===== src/rtl/seg7_scan_reader.sv =====
// Seven-segment scan bus reader: synchronizes the shared segment lines and the digit selects.
// It captures each digit after its pattern has held stable and decodes it back to a nibble.
module seg7_scan_reader #(
   parameter int NUM_DIG = 4,
   parameter int STABLE  = 8
) (
   input  logic                                              clk,
   input  logic                                              rst_n,
   input  logic [6:0]                                        seg_in,
   input  logic [NUM_DIG-1:0]                                dig_in,
   input  logic                                              clr,
   output logic [4*NUM_DIG-1:0]                              dout,
   output logic [NUM_DIG-1:0]                                dvld,
   output logic                                              upd,
   output logic [((NUM_DIG > 2) ? $clog2(NUM_DIG) : 1)-1:0]  upd_idx,
   output logic                                              err
);

   localparam int IDX_W = (NUM_DIG > 2) ? $clog2(NUM_DIG) : 1;
   localparam int CNT_W = $clog2(STABLE + 1);
   localparam int S_W   = NUM_DIG + 7;

   typedef enum logic [1:0] {IDLE, SETTLE, DONE} state_t;

   // Returns {legal digit, illegal pattern, nibble}.
   function automatic logic [5:0] decode(input logic [6:0] seg);
      case (seg)
         7'b1111110: decode = {2'b10, 4'h0};
         7'b0110000: decode = {2'b10, 4'h1};
         7'b1101101: decode = {2'b10, 4'h2};
         7'b1111001: decode = {2'b10, 4'h3};
         7'b0110011: decode = {2'b10, 4'h4};
         7'b1011011: decode = {2'b10, 4'h5};
         7'b1011111: decode = {2'b10, 4'h6};
         7'b1110000: decode = {2'b10, 4'h7};
         7'b1111111: decode = {2'b10, 4'h8};
         7'b1111011: decode = {2'b10, 4'h9};
         7'b0000000: decode = {2'b00, 4'hF};
         default:    decode = {2'b01, 4'hE};
      endcase
   endfunction

   state_t               state_q, state_d;
   logic [S_W-1:0]       sync1_q, sync1_d, sync2_q, sync2_d, prev_q, prev_d;
   logic [CNT_W-1:0]     cnt_q, cnt_d;
   logic [4*NUM_DIG-1:0] dout_q, dout_d;
   logic [NUM_DIG-1:0]   dvld_q, dvld_d;
   logic                 upd_q, upd_d, err_q, err_d;
   logic [IDX_W-1:0]     idx_q, idx_d;
   logic [NUM_DIG-1:0]   s_dig;
   logic [5:0]           dec;
   logic                 chg, multi;

   always_comb begin
      sync1_d = {dig_in, seg_in};
      sync2_d = sync1_q;
      prev_d  = sync2_q;
      s_dig   = sync2_q[S_W-1:7];
      dec     = decode(sync2_q[6:0]);
      chg     = (sync2_q != prev_q);
      multi   = ((s_dig & (s_dig - 1'b1)) != '0);
      state_d = state_q;
      cnt_d   = cnt_q;
      dout_d  = dout_q;
      dvld_d  = dvld_q;
      upd_d   = 1'b0;
      idx_d   = idx_q;
      err_d   = err_q;

      if (chg)
         cnt_d = CNT_W'(1);
      else if (cnt_q != CNT_W'(STABLE))
         cnt_d = cnt_q + 1'b1;

      // A change always restarts the settle window; capture only once per stable period.
      case (state_q)
         SETTLE: begin
            if (chg)
               state_d = (s_dig == '0) ? IDLE : SETTLE;
            else if (cnt_d == CNT_W'(STABLE)) begin
               state_d = DONE;
               if (multi)
                  err_d = 1'b1;
               else begin
                  for (int i = 0; i < NUM_DIG; i++) begin
                     if (s_dig[i]) begin
                        dout_d[4*i +: 4] = dec[3:0];
                        dvld_d[i]        = dec[5];
                        idx_d            = IDX_W'(i);
                     end
                  end
                  err_d = err_q | dec[4];
                  upd_d = 1'b1;
               end
            end
         end
         default: begin
            if (chg)
               state_d = (s_dig == '0) ? IDLE : SETTLE;
         end
      endcase

      if (clr) begin
         state_d = IDLE;
         cnt_d   = '0;
         dout_d  = '1;
         dvld_d  = '0;
         upd_d   = 1'b0;
         err_d   = 1'b0;
      end
   end

   always_ff @(posedge clk or negedge rst_n) begin
      if (!rst_n)
         state_q <= IDLE;
      else
         state_q <= state_d;
   end

   always_ff @(posedge clk or negedge rst_n) begin
      if (!rst_n) begin
         sync1_q <= '0;
         sync2_q <= '0;
         prev_q  <= '0;
         cnt_q   <= '0;
         dout_q  <= '1;
         dvld_q  <= '0;
         upd_q   <= 1'b0;
         idx_q   <= '0;
         err_q   <= 1'b0;
      end else begin
         sync1_q <= sync1_d;
         sync2_q <= sync2_d;
         prev_q  <= prev_d;
         cnt_q   <= cnt_d;
         dout_q  <= dout_d;
         dvld_q  <= dvld_d;
         upd_q   <= upd_d;
         idx_q   <= idx_d;
         err_q   <= err_d;
      end
   end

   assign dout    = dout_q;
   assign dvld    = dvld_q;
   assign upd     = upd_q;
   assign upd_idx = idx_q;
   assign err     = err_q;

endmodule


===== config.mk =====
export PLATFORM = sky130hd
export DESIGN_NAME = seg7_scan_reader
export DESIGN_NICKNAME = d
export VERILOG_FILES = /design/src/rtl/seg7_scan_reader.sv
export SDC_FILE = /design/constraint.sdc
export NUM_CORES = 1
export LEC_CHECK = 0
export CORE_MARGIN = 2
export CORE_UTILIZATION = 49
export CTS_CLUSTER_DIAMETER = 150
export DETAILED_ROUTE_END_ITERATION = 6
export PLACE_DENSITY_LB_ADDON = 0.3
export SETUP_SLACK_MARGIN = 0.05
export SYNTH_ARGS = -nofsm -noshare
export SYNTH_HDL_FRONTEND = slang
export SYNTH_SLANG_ARGS = --single-unit

===== constraint.sdc =====
create_clock -name clk -period 2 [get_ports clk]
set_clock_uncertainty 0.05 [all_clocks]
set_input_delay 0.2 -clock clk [delete_from_list [all_inputs] [get_ports clk]]
set_output_delay 0.2 -clock clk [all_outputs]
set_load 0.01 [all_outputs]

Power grid:
Bar = 20 um. Pins as bars on the die edge.
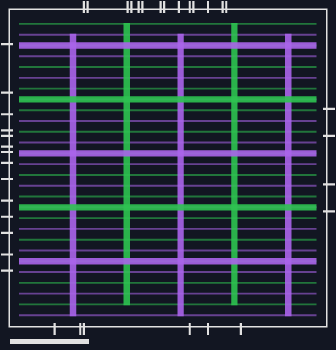
[VDD] green
[VSS] purple
signal pins: 38
rows: 27
met4 straps: 5
width of the die: 79.7 um
Die Y: 79.7 um

Cells coloured by class:
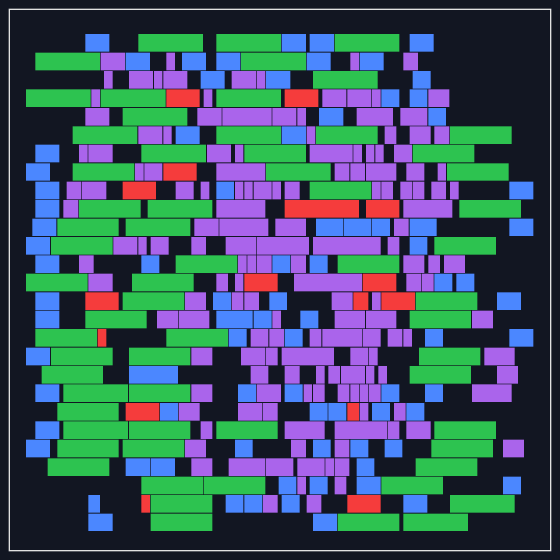
[other buffers and delay cells] blue | cells: 82 | share of their area: 19%
[clock drivers and dummy loads] red | cells: 16 | share of their area: 5.3%
[combinational and other logic] purple | cells: 156 | share of their area: 33%
[flops] green | cells: 63 | share of their area: 42%

Clock network drawn from the DEF:
Bar = 20 um.
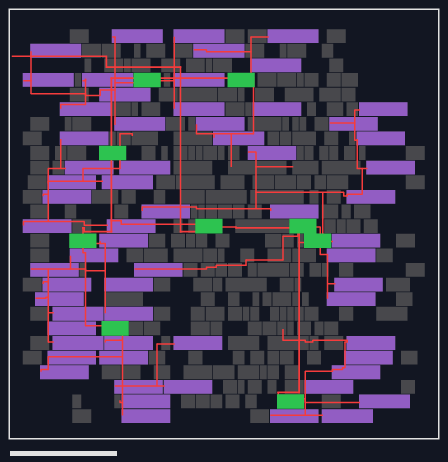
[clock drivers] green | count: 9
[clock wires] red | length: 750 um
[flip-flops] purple | count: 63
flops lie: spread over the die
routed clock nets: 10
part of the total power dissipated in the clock network: 0.412
clock network power: 1.11 mW
clock latency at the later pin of the worst-skew pair: 0.34 ns

Signal wires by layer:
Bar = 20 um.
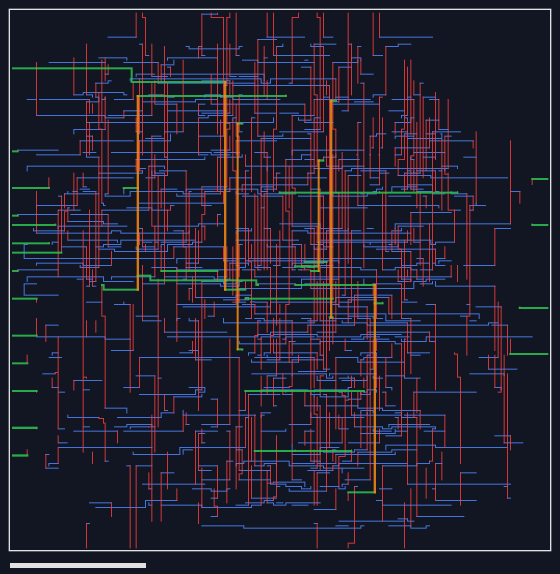
[metal 1] blue | wire length: 2,680 um
[metal 2] red | wire length: 2,810 um
[metal 3] green | wire length: 250 um
[metal 4] orange | wire length: 171 um

==> Implementation_results.wiki <==
== Flow metrics ==
{| class="wikitable"
! Metric !! Value
|-
| Met2 wire length || 2.81 mm
|-
| Number of hold violations in the final report || 0
|-
| Multi-input logic portion of the cell area || 0.318
|-
| Ys async rst share || 1.00
|-
| Vias after detailed routing || 2,027
|-
| Area figure in the yosys stat output || 2810 um^2
|-
| Post-synth top area share || 0.419
|-
| Failing checks || setup timing
|-
| Critical path class || reg -> reg
|-
| Most common logic cell in the routed design || sky130_fd_sc_hd__dfrtp_1
|-
| Hold_sp || dig_in[3]
|-
| Worst-case vdd ir drop || 0.668 mV
|-
| # clock sinks || 63
|-
| Post-route non-filler standard cell count || 389
|-
| Slew Limit Headroom || 0.647
|-
| Max-capacitance violation count || 0
|-
| Floorplan-stage core utilization || 0.509
|-
| Clock-cell share || 0.0516
|-
| Buffers outside the clock class || 82
|-
| Final setup violation count || 25
|-
| H-Tree Level Count || 3
|-
| TritonCTS clock tree || done
|-
| Result of the run || complete, but fails checks
|-
| Distinct lib cells || 49
|-
| Area of the placeable core || 5510 um^2
|-
| Most common library cells after synthesis || sky130_fd_sc_hd__dfrtp_1 (47), sky130_fd_sc_hd__nor2_1 (27), sky130_fd_sc_hd__dfstp_2 (16), sky130_fd_sc_hd__mux2i_1 (16)
|-
| Crit path depth || 9
|-
| Post-synth top area cell || sky130_fd_sc_hd__dfrtp_1
|-
| Start point of the critical path || cnt_q[0]
|-
| R2R Path End || dout[12]
|-
| Clock root buffer || sky130_fd_sc_hd__clkbuf_8
|-
| Flop count || 63
|-
| Setup tns final || -4.21 ns
|-
| Net count entering floorplan || 249
|-
| Global-route wire length before repair || 9.59 mm
|-
| Post-CTS repair timing setup buffer count || 5
|-
| Yosys warnings || 0
|-
| Aoi share || 0.0897
|-
| Routed Antenna Nets || 0
|-
| Area grow syn2layout || 38.4%
|-
| List of cells traversed by the critical path || inv_1, ha_2, nand2_2, or3_4, a211oi_4, and4bb_1, buf_8, nand2_8, a22oi_1
|-
| Hold Path Class || in -> reg
|-
| Vias per std cell || 5.21
|-
| Sequential cell area || 1600 um^2
|-
| Critical path buffers and inverters || 2
|-
| Number of global-route vias before repair || 1,991
|-
| Simple-gate portion of the synthesized area || 0.202
|-
| Internal power of the cells || 2.07 mW
|-
| Buffers on Ports || 37
|-
| Area of the mapped netlist || 2810 um^2
|-
| WHS Path Cells || 1
|-
| Min setup slack post-route || -0.214 ns
|-
| Placement row count || 27
|-
| Worst slack at placement || -0.228 ns
|-
| Met1 Track Usage GR || 0.282
|-
| Portion of the post-synthesis area used by sequential elements || 0.569
|-
| Share of final layout cell area taken by non-clock buffers || 0.190
|-
| Combinational power || 0.239 mW
|-
| I/O Pins || 38
|-
| Endpoint class of the critical path || flip-flop
|-
| Power drawn by the sequential cells || 1.35 mW
|-
| Total Routed Length || 5.90 mm
|-
| GP Congestion || 0.830
|-
| Post-cts sizing count || 13
|-
| Post-layout period usage || 1.11
|-
| Adder-cell area share of the yosys netlist || 0.00892
|-
| Floorplan die area || 6350 um^2
|-
| Top logic cell family in the synthesized netlist || simple AND/OR/NAND/NOR gates
|-
| Biggest area contributors in the synthesized netlist || sky130_fd_sc_hd__dfrtp_1 (42%), sky130_fd_sc_hd__dfstp_2 (15%), sky130_fd_sc_hd__mux2i_1 (5.7%), sky130_fd_sc_hd__xor2_1 (3.7%), sky130_fd_sc_hd__nor2_1 (3.6%)
|-
| Detail Placement HPWL || 4.05 mm
|-
| DRC errors left || 0
|-
| Top Metal Used || met4
|-
| Fraction of synthesized cell area in xor and xnor cells || 0.0375
|-
| Most common reg cell || sky130_fd_sc_hd__dfrtp_1
|-
| Count of inserted antenna diode cells || 0
|-
| Minimum hold slack || 0.253 ns
|-
| Met3 WL || 249 um
|-
| Hold worst-path end || sync1_q[10]
|-
| Well Taps || 72
|-
| Worst Reg2Reg Path Length in Cells || 9
|-
| Post-DR wirelength/cell || 15.2 um
|-
| Total of fill cells in the finished design || 399
|-
| Synthesized registers || 63
|-
| Layer carrying the most global-route usage || met2
|-
| Highest fanout seen on the critical path || 6
|}
Power figures rest on the tool's default switching activity, not on a simulated workload.
